File: config.mk
export PLATFORM = sky130hd
export DESIGN_NAME = fpm_seq_ctrl_flat
export DESIGN_NICKNAME = d
export VERILOG_FILES = /design/src/rtl/fpm_pkg.sv /design/src/rtl/fpm_seq_ctrl_if.sv /design/src/rtl/fpm_norm_round.sv /design/src/rtl/fpm_seq_ctrl.sv /design/src/flat_wrapper.sv
export SDC_FILE = /design/constraint.sdc
export NUM_CORES = 1
export LEC_CHECK = 0
export ABC_AREA = 1
export CAP_MARGIN = 20
export CORE_ASPECT_RATIO = 1.4
export CORE_UTILIZATION = 54
export DETAILED_ROUTE_END_ITERATION = 8
export PLACE_DENSITY_LB_ADDON = 0.25
export SLEW_MARGIN = 20
export SYNTH_ARGS = -nofsm -noshare
export SYNTH_HDL_FRONTEND = slang
export SYNTH_SLANG_ARGS = --single-unit
File: constraint.sdc
create_clock -name clk -period 2.72 [get_ports clk]
set_input_delay 0.68 -clock clk [delete_from_list [all_inputs] [get_ports clk]]
set_output_delay 0.68 -clock clk [all_outputs]
set_load 0.02 [all_outputs]
File: src/rtl/fpm_pkg.sv
// Shared types and constants for the single-precision multiplier sequencer.
//   state_e   : controller states
//   opcls_e   : operand class after decode (denormals fold into ZERO)
//   classify  : maps a packed IEEE-754 single to its operand class
package fpm_pkg;

  localparam int          BIAS    = 127;
  localparam logic [7:0]  EXP_MAX = 8'hFF;
  localparam logic [31:0] QNAN    = 32'h7FC0_0000;

  typedef enum logic [2:0] {IDLE, EXP, MUL, NORM, DONE} state_e;

  typedef enum logic [1:0] {ZERO, NORMAL, INF, NAN} opcls_e;

  // Exponent 0 covers both true zero and denormals, which are flushed.
  function automatic opcls_e classify(input logic [31:0] x);
    opcls_e c;
    if (x[30:23] == 8'd0)          c = ZERO;
    else if (x[30:23] != EXP_MAX)  c = NORMAL;
    else if (x[22:0] != 23'd0)     c = NAN;
    else                           c = INF;
    return c;
  endfunction

endpackage

File: src/rtl/fpm_seq_ctrl_if.sv
// Operand/result handshake bundle for fpm_seq_ctrl.
//   slave  : the multiplier side (takes operands, produces result)
//   master : the operand source / result consumer side
interface fpm_seq_ctrl_if;
  logic        in_valid;
  logic        in_ready;
  logic [31:0] a;
  logic [31:0] b;
  logic        out_valid;
  logic        out_ready;
  logic [31:0] result;
  logic        ovf;
  logic        unf;
  logic        nv;
  logic        busy;

  modport slave (
    input  in_valid, a, b, out_ready,
    output in_ready, out_valid, result, ovf, unf, nv, busy
  );

  modport master (
    output in_valid, a, b, out_ready,
    input  in_ready, out_valid, result, ovf, unf, nv, busy
  );
endinterface

File: src/rtl/fpm_norm_round.sv
// Combinational normalize + round-half-up for the 48-bit mantissa product.
//   p     : raw 24x24 product, leading one at bit 47 or 46
//   e     : unbiased-sum exponent (ea + eb - BIAS), 10-bit signed
//   frac  : rounded 23-bit fraction
//   e_out : exponent after normalize/round carry
//   ovf   : e_out >= 255
//   unf   : e_out <= 0
module fpm_norm_round (
  input  logic        [47:0] p,
  input  logic signed [9:0]  e,
  output logic        [22:0] frac,
  output logic signed [9:0]  e_out,
  output logic               ovf,
  output logic               unf
);

  // pt mirrors P[47:22] after the optional right shift; nothing below
  // bit 22 can influence a round-half-up result, so the rest is dropped.
  logic        [25:0] pt;
  logic signed [9:0]  en;
  logic        [24:0] m25;
  logic               unused_lsb;

  assign unused_lsb = ^p[21:0];

  always_comb begin
    pt    = p[47:22];
    en    = e;
    if (p[47]) begin
      pt = {1'b0, p[47:23]};
      en = e + 10'sd1;
    end
    m25   = pt[25:1] + 25'd1;
    frac  = pt[23:1];
    e_out = en;
    if (pt[0]) begin
      if (m25[24]) begin
        // Rounding carried out to 2.0: mantissa becomes 1.0, bump exponent.
        frac  = m25[23:1];
        e_out = en + 10'sd1;
      end else begin
        frac  = m25[22:0];
      end
    end
    ovf = (e_out >= 10'sd255);
    unf = (e_out <= 10'sd0);
  end

endmodule

File: src/rtl/fpm_seq_ctrl.sv
// Sequencing controller for the single-precision FP multiplier.
//   clk, rst_n : clock, asynchronous active-low reset
//   bus.slave  : in_valid/in_ready/a/b operand handshake,
//                out_valid/out_ready/result/ovf/unf/nv result handshake,
//                busy (any state but IDLE)
// Flow: IDLE -> EXP (decode, then special-case decision) -> MUL (24
// shift-add steps) -> NORM -> DONE. Special operands skip MUL/NORM.
module fpm_seq_ctrl
  import fpm_pkg::*;
#(
  parameter int MUL_ITERS = 24,
  parameter int BIAS      = 127
) (
  input  logic           clk,
  input  logic           rst_n,
  fpm_seq_ctrl_if.slave  bus
);

  state_e             state;
  logic               exp_ph;   // 0: decode operands, 1: special-case decision
  logic        [31:0] a_q, b_q;
  logic               sgn;
  logic signed [9:0]  e_q;
  opcls_e             cls_a, cls_b;
  logic        [47:0] mcand;
  logic        [23:0] mplier;
  logic        [47:0] p;
  logic        [4:0]  cnt;

  logic        [31:0] result_q;
  logic               ovf_q, unf_q, nv_q;
  logic               out_valid_q, in_ready_q, busy_q;

  logic        [22:0] nr_frac;
  logic signed [9:0]  nr_e;
  logic               nr_ovf, nr_unf;

  logic               is_nv, is_inf, is_zero;

  fpm_norm_round u_norm (
    .p     (p),
    .e     (e_q),
    .frac  (nr_frac),
    .e_out (nr_e),
    .ovf   (nr_ovf),
    .unf   (nr_unf)
  );

  assign is_nv   = (cls_a == NAN) || (cls_b == NAN) ||
                   (cls_a == INF && cls_b == ZERO) ||
                   (cls_a == ZERO && cls_b == INF);
  assign is_inf  = (cls_a == INF) || (cls_b == INF);
  assign is_zero = (cls_a == ZERO) || (cls_b == ZERO);

  assign bus.in_ready  = in_ready_q;
  assign bus.out_valid = out_valid_q;
  assign bus.result    = result_q;
  assign bus.ovf       = ovf_q;
  assign bus.unf       = unf_q;
  assign bus.nv        = nv_q;
  assign bus.busy      = busy_q;

  always_ff @(posedge clk or negedge rst_n) begin
    if (!rst_n) begin
      state       <= IDLE;
      exp_ph      <= 1'b0;
      a_q         <= '0;
      b_q         <= '0;
      sgn         <= 1'b0;
      e_q         <= '0;
      cls_a       <= ZERO;
      cls_b       <= ZERO;
      mcand       <= '0;
      mplier      <= '0;
      p           <= '0;
      cnt         <= '0;
      result_q    <= '0;
      ovf_q       <= 1'b0;
      unf_q       <= 1'b0;
      nv_q        <= 1'b0;
      out_valid_q <= 1'b0;
      in_ready_q  <= 1'b1;
      busy_q      <= 1'b0;
    end else begin
      case (state)
        IDLE: begin
          if (bus.in_valid && in_ready_q) begin
            a_q        <= bus.a;
            b_q        <= bus.b;
            exp_ph     <= 1'b0;
            state      <= EXP;
            in_ready_q <= 1'b0;
            busy_q     <= 1'b1;
          end
        end

        EXP: begin
          if (!exp_ph) begin
            // Decode is registered so the class decision and the exponent
            // adder both start from flops rather than from the input bus.
            sgn    <= a_q[31] ^ b_q[31];
            e_q    <= 10'({2'b00, a_q[30:23]}) + 10'({2'b00, b_q[30:23]}) - 10'(BIAS);
            cls_a  <= classify(a_q);
            cls_b  <= classify(b_q);
            mcand  <= {24'd0, 1'b1, a_q[22:0]};
            mplier <= {1'b1, b_q[22:0]};
            p      <= '0;
            cnt    <= '0;
            exp_ph <= 1'b1;
          end else begin
            exp_ph <= 1'b0;
            if (is_nv) begin
              result_q    <= QNAN;
              nv_q        <= 1'b1;
              out_valid_q <= 1'b1;
              state       <= DONE;
            end else if (is_inf) begin
              result_q    <= {sgn, EXP_MAX, 23'd0};
              out_valid_q <= 1'b1;
              state       <= DONE;
            end else if (is_zero) begin
              result_q    <= {sgn, 31'd0};
              out_valid_q <= 1'b1;
              state       <= DONE;
            end else begin
              state <= MUL;
            end
          end
        end

        MUL: begin
          if (mplier[0]) p <= p + mcand;
          mcand  <= mcand << 1;
          mplier <= mplier >> 1;
          cnt    <= cnt + 5'd1;
          if (cnt == 5'(MUL_ITERS - 1)) state <= NORM;
        end

        NORM: begin
          e_q <= nr_e;
          if (nr_ovf) begin
            result_q <= {sgn, EXP_MAX, 23'd0};
            ovf_q    <= 1'b1;
          end else if (nr_unf) begin
            result_q <= {sgn, 31'd0};
            unf_q    <= 1'b1;
          end else begin
            result_q <= {sgn, nr_e[7:0], nr_frac};
          end
          out_valid_q <= 1'b1;
          state       <= DONE;
        end

        DONE: begin
          if (bus.out_ready) begin
            out_valid_q <= 1'b0;
            ovf_q       <= 1'b0;
            unf_q       <= 1'b0;
            nv_q        <= 1'b0;
            in_ready_q  <= 1'b1;
            busy_q      <= 1'b0;
            state       <= IDLE;
          end
        end

        default: state <= IDLE;
      endcase
    end
  end

endmodule

File: src/flat_wrapper.sv
// flat-port wrapper written by rule: the top's interface ports become plain ports
module fpm_seq_ctrl_flat import fpm_pkg::*;
#(
  parameter int MUL_ITERS = 24,
  parameter int BIAS      = 127
)
  (clk, rst_n, bus_in_valid, bus_a, bus_b, bus_out_ready, bus_in_ready, bus_out_valid, bus_result, bus_ovf, bus_unf, bus_nv, bus_busy);
  fpm_seq_ctrl_if bus_i ();
  input  logic clk;
  input  logic rst_n;
  input wire logic [$bits(bus_i.in_valid)-1:0] bus_in_valid;
  input wire logic [$bits(bus_i.a)-1:0] bus_a;
  input wire logic [$bits(bus_i.b)-1:0] bus_b;
  input wire logic [$bits(bus_i.out_ready)-1:0] bus_out_ready;
  output wire logic [$bits(bus_i.in_ready)-1:0] bus_in_ready;
  output wire logic [$bits(bus_i.out_valid)-1:0] bus_out_valid;
  output wire logic [$bits(bus_i.result)-1:0] bus_result;
  output wire logic [$bits(bus_i.ovf)-1:0] bus_ovf;
  output wire logic [$bits(bus_i.unf)-1:0] bus_unf;
  output wire logic [$bits(bus_i.nv)-1:0] bus_nv;
  output wire logic [$bits(bus_i.busy)-1:0] bus_busy;
  assign bus_i.in_valid = bus_in_valid;
  assign bus_i.a = bus_a;
  assign bus_i.b = bus_b;
  assign bus_i.out_ready = bus_out_ready;
  assign bus_in_ready = bus_i.in_ready;
  assign bus_out_valid = bus_i.out_valid;
  assign bus_result = bus_i.result;
  assign bus_ovf = bus_i.ovf;
  assign bus_unf = bus_i.unf;
  assign bus_nv = bus_i.nv;
  assign bus_busy = bus_i.busy;
  fpm_seq_ctrl #(.MUL_ITERS(MUL_ITERS), .BIAS(BIAS)) u_core (.clk(clk), .rst_n(rst_n), .bus(bus_i));
endmodule
**Run 1: clock wiring as the flow saved it**

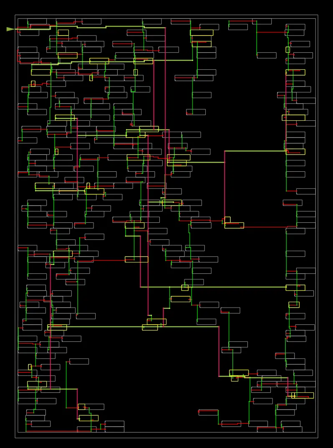
clock buffer count: 32
clock sinks: 246
Flops: 246
total clock buffers created by CTS: 25

**Run 1: routed clock nets over the placement**

The bar under the picture is 50 um long.
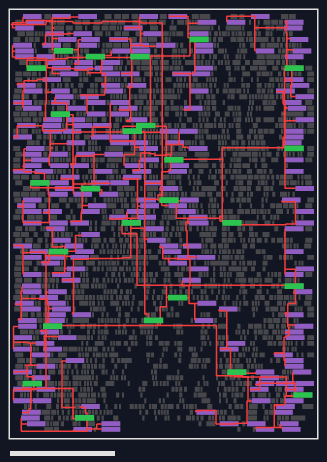
Key: clock drivers = green [count 25]; flip-flops = purple [count 246]; clock wires = red [length 3,180 um]
Position of the flops: widely spread.

**Run 1: signal wires by layer**

The bar under the picture is 50 um long.
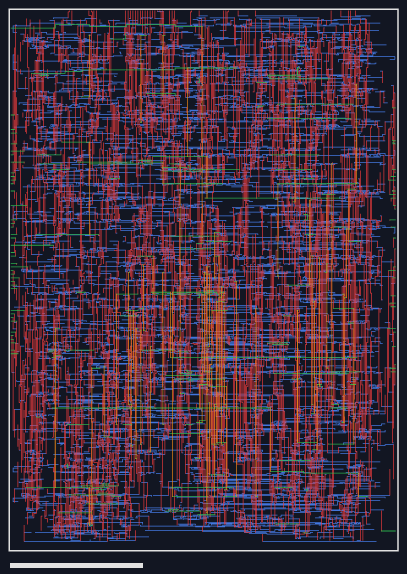
Key: metal 3 = green [wire length 1,580 um]; metal 4 = orange [wire length 2,460 um]; metal 2 = red [wire length 23.8 mm]; metal 1 = blue [wire length 17,900 um]

==> flow_summary.toml, run 1 <==
# synthesis and place-and-route metrics
[final_timing]
fin_hold_ws_ps = 38.2
maxSlewHeadroom = 0.521
setup_viol = 32
fin_crit_ps = 2860
layout_setup_ws_ps = -138
rsz0062_at_grt = "yes"
slew_violations = 0
fin_worst_skew_ps = 17.9
finalCritPeriodShare = 1.05
max_freq_mhz = 350

[placed_design]
port_buffers = 105
post-place-ws_ps = -159
dp_hpwl_mm = 35.2
place.gp.congestion = 1.01

[power]
vdd_ir_drop_max_uv = 669
p_leak_nw = 9.12
power_density_nw_per_um2 = 909

[setup_path]
crit_family = "simple AND/OR/NAND/NOR gates"
cp_max_fo = 7
path_class = "register to register"
cp_slowest_stage_delay_ps = 470
cp_num_buf_inv = 2
r2r-end = "u_core.bus.result[22]"
reg2reg_depth = 17
r2r_slack_ps = -140
r2r-start = "u_core.p[47]"
cp_cell_sequence = "buf_6, o21ai_4, ha_4, nand3_4, nor2_4, nand3_4, nor3_4, nand4_1, nand2_2, nand3_2, nor2_4, nand2_2, buf_4, a21oi_2, nor2_1, nor2_1, nor2_1"
cpMaxStageDelayCell = "dfrtp_2"
end_kind = "register"
cp.required_ps = 3170
crit_path_frequent_cell = "nor2_1"
critPathLaunchType = "register"

[final_layout]
fin_util = 0.687
area_growth_pct = 25.1
nFillCells = 2330
finalNetCount = 2435
diodes = 0
drive_gt1_frac = 0.167

[flow_run]
tool_warnings = 29
max-cap-violations = 0

[clock_network]
cts_tree = "yes"
clk-insertion-delay-late_ps = 570
ctsHoldBuffers = 0
h-tree-depth = 1
cts_root_buffer = "clkbuf_16"
ctsResizeCount = 26
post_cts.repair.setup_buffers = 20

[yosys]
async_flop_share = 1.00
ys_chip_area_um2 = 15600
ys_cells = 2074
synth.largest_area_cell = "dfrtp_1"
yosys.stat.seqShare = 0.395
common_cells = "nand2_1 (471), inv_1 (283), dfrtp_1 (245)"
netlist_area_um2 = 15600
ys_ff = 246
synthDistinctLibCells = 57
edf_count = 0
flop_cell = "dfrtp_1"
synth.area.top_cells = "dfrtp_1 (39%), nand2_1 (11%), inv_1 (6.8%)"
yosys_warnings = 0
postSynthCellCount = 2074
syn_nets = 2204
top_area_frac = 0.393

[route]
vias_per_cell = 5.51
num_vias = 14900
drcViolationCount = 0
wl_per_cell_um = 17.0
drtAntennaViolNets = 0
routed_wl_mm = 45.8
drt_iter0_drc = 746

[floorplanning]
die_h_um = 203
core_um2 = 28400
dieArea_um2 = 29600
row_count = 73
io_pins = 106

[global_routing]
grt_overflow_total = 0
grt_pass1_wl_mm = 73.6
grt_start_max_net_pins = 80
first_global_vias = 14900

[run_status]
status = "finished with violations"
violations = "negative setup slack"

[worst_hold_path]
hp-class = "primary input to asynchronous set/reset pin"
run 1: worst max path at each step:
stage | cells past startpoint | from | to
final | 17 | u_core.p[47] | u_core.bus.result[22]
after global routing | 19 | u_core.p[47] | u_core.bus.result[22]
after CTS | 23 | u_core.p[47] | u_core.bus.result[8]
after detailed placement | 19 | u_core.p[47] | u_core.bus.result[3]
after global placement | 17 | u_core.p[47] | u_core.bus.result[17]
after floorplan | 23 | u_core.p[47] | u_core.bus.result[0]
run 1: metal layers:
layer | track usage | wire (um) | up-vias
li1 | - | - | 7373
met1 | 0.350 | 17900 | 6999
met2 | 0.585 | 23800 | 370
met3 | 0.0297 | 1580 | 127
met4 | 0.162 | 2460 | 0
met5 | 0 | 0 | -
run 1: logic make-up after synthesis:
family,after synthesis,synth area share
compound gates,478,0.176
xor+xnor,33,0.0185
fa+ha+maj,62,0.0507
buf+inv,359,0.0905
flops,246,0.395
mux,52,0.0376
simple gates,844,0.232
run 1: worst reg2reg max path: stages (launching register included):
cell and delay [ps]:
dfrtp_2 470, buf_6 160, o21ai_4 170, ha_4 170, nand3_4 70, nor2_4 190
nand3_4 130, nor3_4 350, nand4_1 160, nand2_2 130, nand3_2 110, nor2_4 130
nand2_2 70, buf_4 140, a21oi_2 110, nor2_1 60, nor2_1 100, nor2_1 40
run 1: state kept, by name, summed over array words and instances (netlist names):
signal                cells
u_core.cnt                5
u_core.sgn                1
u_core.a_q               32
u_core.exp_ph             1
u_core.bus.ovf            1
u_core.bus.result        32
u_core.state              3
u_core.mcand             48
u_core.p                 48
u_core.bus.nv             1
u_core.bus.out_valid      1
u_core.cls_b              2
u_core.b_q               32
u_core.cls_a              2
u_core.bus.unf            1
u_core.e_q               10
u_core.bus.busy           1
u_core.mplier            24
u_core.bus.in_ready       1
run 1: power breakdown:
part           leakage, nW  switching [W]  internal [W]
sequential            3.14       0.000865       0.00489
combinational         5.54        0.00486       0.00334
clock                0.433        0.00153       0.00224
run 1: cell usage in the layout (no fill, tap or decap), types with 7 or more instances in the layout:
cell type	count
dfrtp_1	243
nor2_4	12
nor2_2	12
nor4_1	23
mux2_2	52
nand2_2	25
nor3_1	21
o21ai_1	8
nand3_1	70
a31oi_1	20
xor2_1	27
inv_1	277
nand3_2	16
o211ai_1	52
or2_2	12
nand4_1	22
buf_4	148
clkdlybuf4s50_1	104
clkbuf_16	25
a21oi_2	9
o21ai_0	171
nand2_1	448
ha_1	55
buf_12	10
o21a_1	7
o22ai_1	29
a211oi_1	8
a21oi_1	135
nor2_1	164
inv_2	9
run 1: cell type report:
class	count	area, um2	share of cell area
clock inverter	13	219	0.0112
sequential	246	6160	0.316
tap	375	469	0.0241
timing repair buffer	271	2460	0.126
multi-input combinational	1469	8420	0.431
inverter	292	1100	0.0566
clock buffer	32	672	0.0344
run 1: stage by stage:
step / setup TNS, ps / instances / power, W / instance area (um2)
after floorplan: -2670 / 2074 / 0.0110 / 15700
after detailed placement: -4590 / 2628 / 0.0136 / 18100
after global routing: -8740 / 2698 / 0.0191 / 19500
after global placement: -1440 / 2628 / 0.0133 / 18100
final: -2660 / 2698 / 0.0177 / 19500
after CTS: -2080 / 2694 / 0.0176 / 19200
==> run 2, diff against run 1 <==
--- a/config.mk
+++ b/config.mk
@@ -11,7 +11,6 @@
 export CORE_UTILIZATION = 54
 export DETAILED_ROUTE_END_ITERATION = 8
 export PLACE_DENSITY_LB_ADDON = 0.25
-export SLEW_MARGIN = 20
 export SYNTH_ARGS = -nofsm -noshare
 export SYNTH_HDL_FRONTEND = slang
 export SYNTH_SLANG_ARGS = --single-unit
==> run 2 against run 1 <==
The run still ends with negative setup slack left. Highest routed layer unchanged. Sequential power about the same. Die area unchanged. Critical path type unchanged. Clock skew unchanged. Cell count unchanged.
==> flow_summary.toml, run 2 <==
# synthesis and place-and-route metrics
[final_layout]
finalNetCount = 2435
logic_area_um2 = 8420
drive_gt1_frac = 0.167
diodes = 0
reg_top3 = "u_core.mcand x48, u_core.p x48"
regArea_um2 = 6160
most-common-layout-cells = "nand2_1 (448), inv_1 (277), dfrtp_1 (243)"
area_growth_pct = 25.1

[yosys]
top_area_frac = 0.393
synthDistinctLibCells = 57
syn_nets = 2204
ys_chip_area_um2 = 15600
postSynthCellCount = 2074
yosys_warnings = 0
common_cells = "nand2_1 (471), inv_1 (283), dfrtp_1 (245)"
ys_ff = 246
edf_count = 0
ys_cells = 2074
flop_cell = "dfrtp_1"

[global_routing]
grt_pass1_wl_mm = 73.6
first_global_vias = 14900
grt_overflow_total = 0
grt_start_max_net_pins = 80

[route]
drtAntennaViolNets = 0
wl_per_cell_um = 17.0

[setup_path]
crit_start = "u_core.p[47]"
r2r-end = "u_core.bus.result[22]"
cp_max_fo = 7
end_kind = "register"
path_class = "register to register"
critPathLaunchType = "register"
cp.required_ps = 3170

[power]
power.total_w = 0.0177
internal-power_w = 0.0105
power_density_nw_per_um2 = 909
clockPowerShare = 0.213
p_leak_nw = 9.12
vdd_ir_drop_max_uv = 669

[clock_network]
cts_buffers = 25
clock_sinks = 246
ctsHoldBuffers = 0
h-tree-depth = 1

[placed_design]
dp_hpwl_mm = 35.2
post_dp_cell_area_um2 = 18100
place.gp.congestion = 1.01
port_buffers = 105

[final_timing]
max_freq_mhz = 350
tns_ps = -2660
setup_viol = 32
maxSlewHeadroom = 0.521
rsz0062_at_grt = "yes"
layout_setup_ws_ps = -138
finalCritPeriodShare = 1.05
fin_crit_ps = 2860

[run_status]
violations = "negative setup slack"
status = "finished with violations"

[floorplanning]
io_pins = 106
die_h_um = 203
dieArea_um2 = 29600
core_um2 = 28400

[flow_run]
max-cap-violations = 0
## run 2: cell counts after synthesis
Identical to the previous run, type by type.
## run 2: worst max path at each step
stage	endpoint	slack (ps)	cells after the start
5_1_grt	u_core.bus.result[22]	-310	19
4_1_cts	u_core.bus.result[8]	-110	23
2_1_floorplan	u_core.bus.result[0]	-120	23
3_3_place_gp	u_core.bus.result[17]	-70	17
6_report	u_core.bus.result[22]	-140	17
3_5_place_dp	u_core.bus.result[3]	-160	19
## run 2: area by class of cell
type | instances | share of cell area
Multi-Input combinational cell | 1469 | 0.431
Sequential cell | 246 | 0.316
Timing Repair Buffer | 271 | 0.126
Inverter | 292 | 0.0566
Clock buffer | 32 | 0.0344
Tap cell | 375 | 0.0241
Clock inverter | 13 | 0.0112
## run 2: timing repair
action	CTS	global route
endpoints found under the setup margin	34	54
buffers inserted	20	9
cloned	1	0
resized	26	71
pin swaps	5	23
## run 2: power groups by stage
stage / Combinational [W] / Clock (W) / Sequential [W]
floorplan: 0.00538 / 0 / 0.00566
global placement: 0.00758 / 0 / 0.00573
detailed placement: 0.00777 / 0 / 0.00579
CTS: 0.00799 / 0.00383 / 0.00574
global route: 0.00918 / 0.00398 / 0.00590
finish: 0.00821 / 0.00377 / 0.00576
## run 2: cell families after synthesis
group	Yosys count	synth area share
simple gates	844	0.232
compound gates	478	0.176
buf+inv	359	0.0905
flops	246	0.395
fa+ha+maj	62	0.0507
mux	52	0.0376
xor+xnor	33	0.0185
## run 2: worst max-delay path, stage by stage, from the launching register on
cell	delay (ps)
dfrtp_2	470
buf_6	150
o21ai_4	170
ha_4	170
nand3_4	70
nor2_4	190
nand3_4	130
nor3_4	350
nand4_1	150
nand2_2	130
nand3_2	110
nor2_4	130
nand2_2	70
buf_4	140
a21oi_2	110
nor2_1	60
nor2_1	100
nor2_1	40
## run 2: metal layers
layer  vias up  share of wire  track usage
met5         -              0            0
met4         0          0.054        0.162
met3       127          0.034       0.0297
met2       370           0.52        0.585
met1      6999           0.39        0.350
li1       7373              -            -
## run 2: metrics by stage
stage / setup WS [ps] / cells / util
after CTS: -108 / 2694 / 0.677
after detailed placement: -159 / 2628 / 0.636
final: -138 / 2698 / 0.687
after floorplan: -120 / 2074 / -
after global routing: -312 / 2698 / 0.687
after global placement: -74.7 / 2628 / 0.636
**Run 2: signal wires by layer**

The bar under the picture is 50 um long.
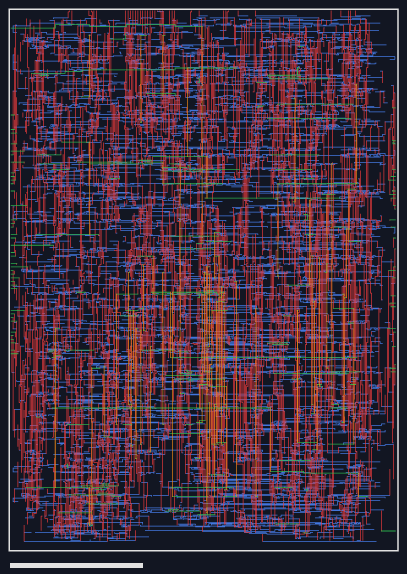
Key: metal 4 = orange [wire length 2,460 um]; metal 1 = blue [wire length 17,900 um]; metal 2 = red [wire length 23.8 mm]; metal 3 = green [wire length 1,580 um]

**Run 2: clock wiring as the flow saved it**

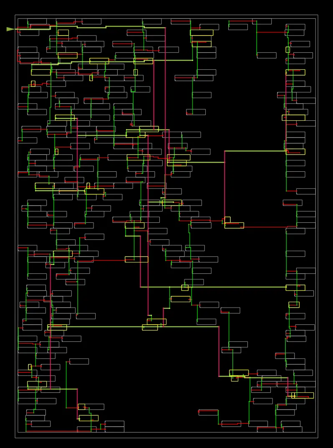
Worst Skew: 17.9 ps
worst skew pair latency: 570 ps
Clock Power: 0.00377 W

Power is estimated from default activity; no workload was simulated.
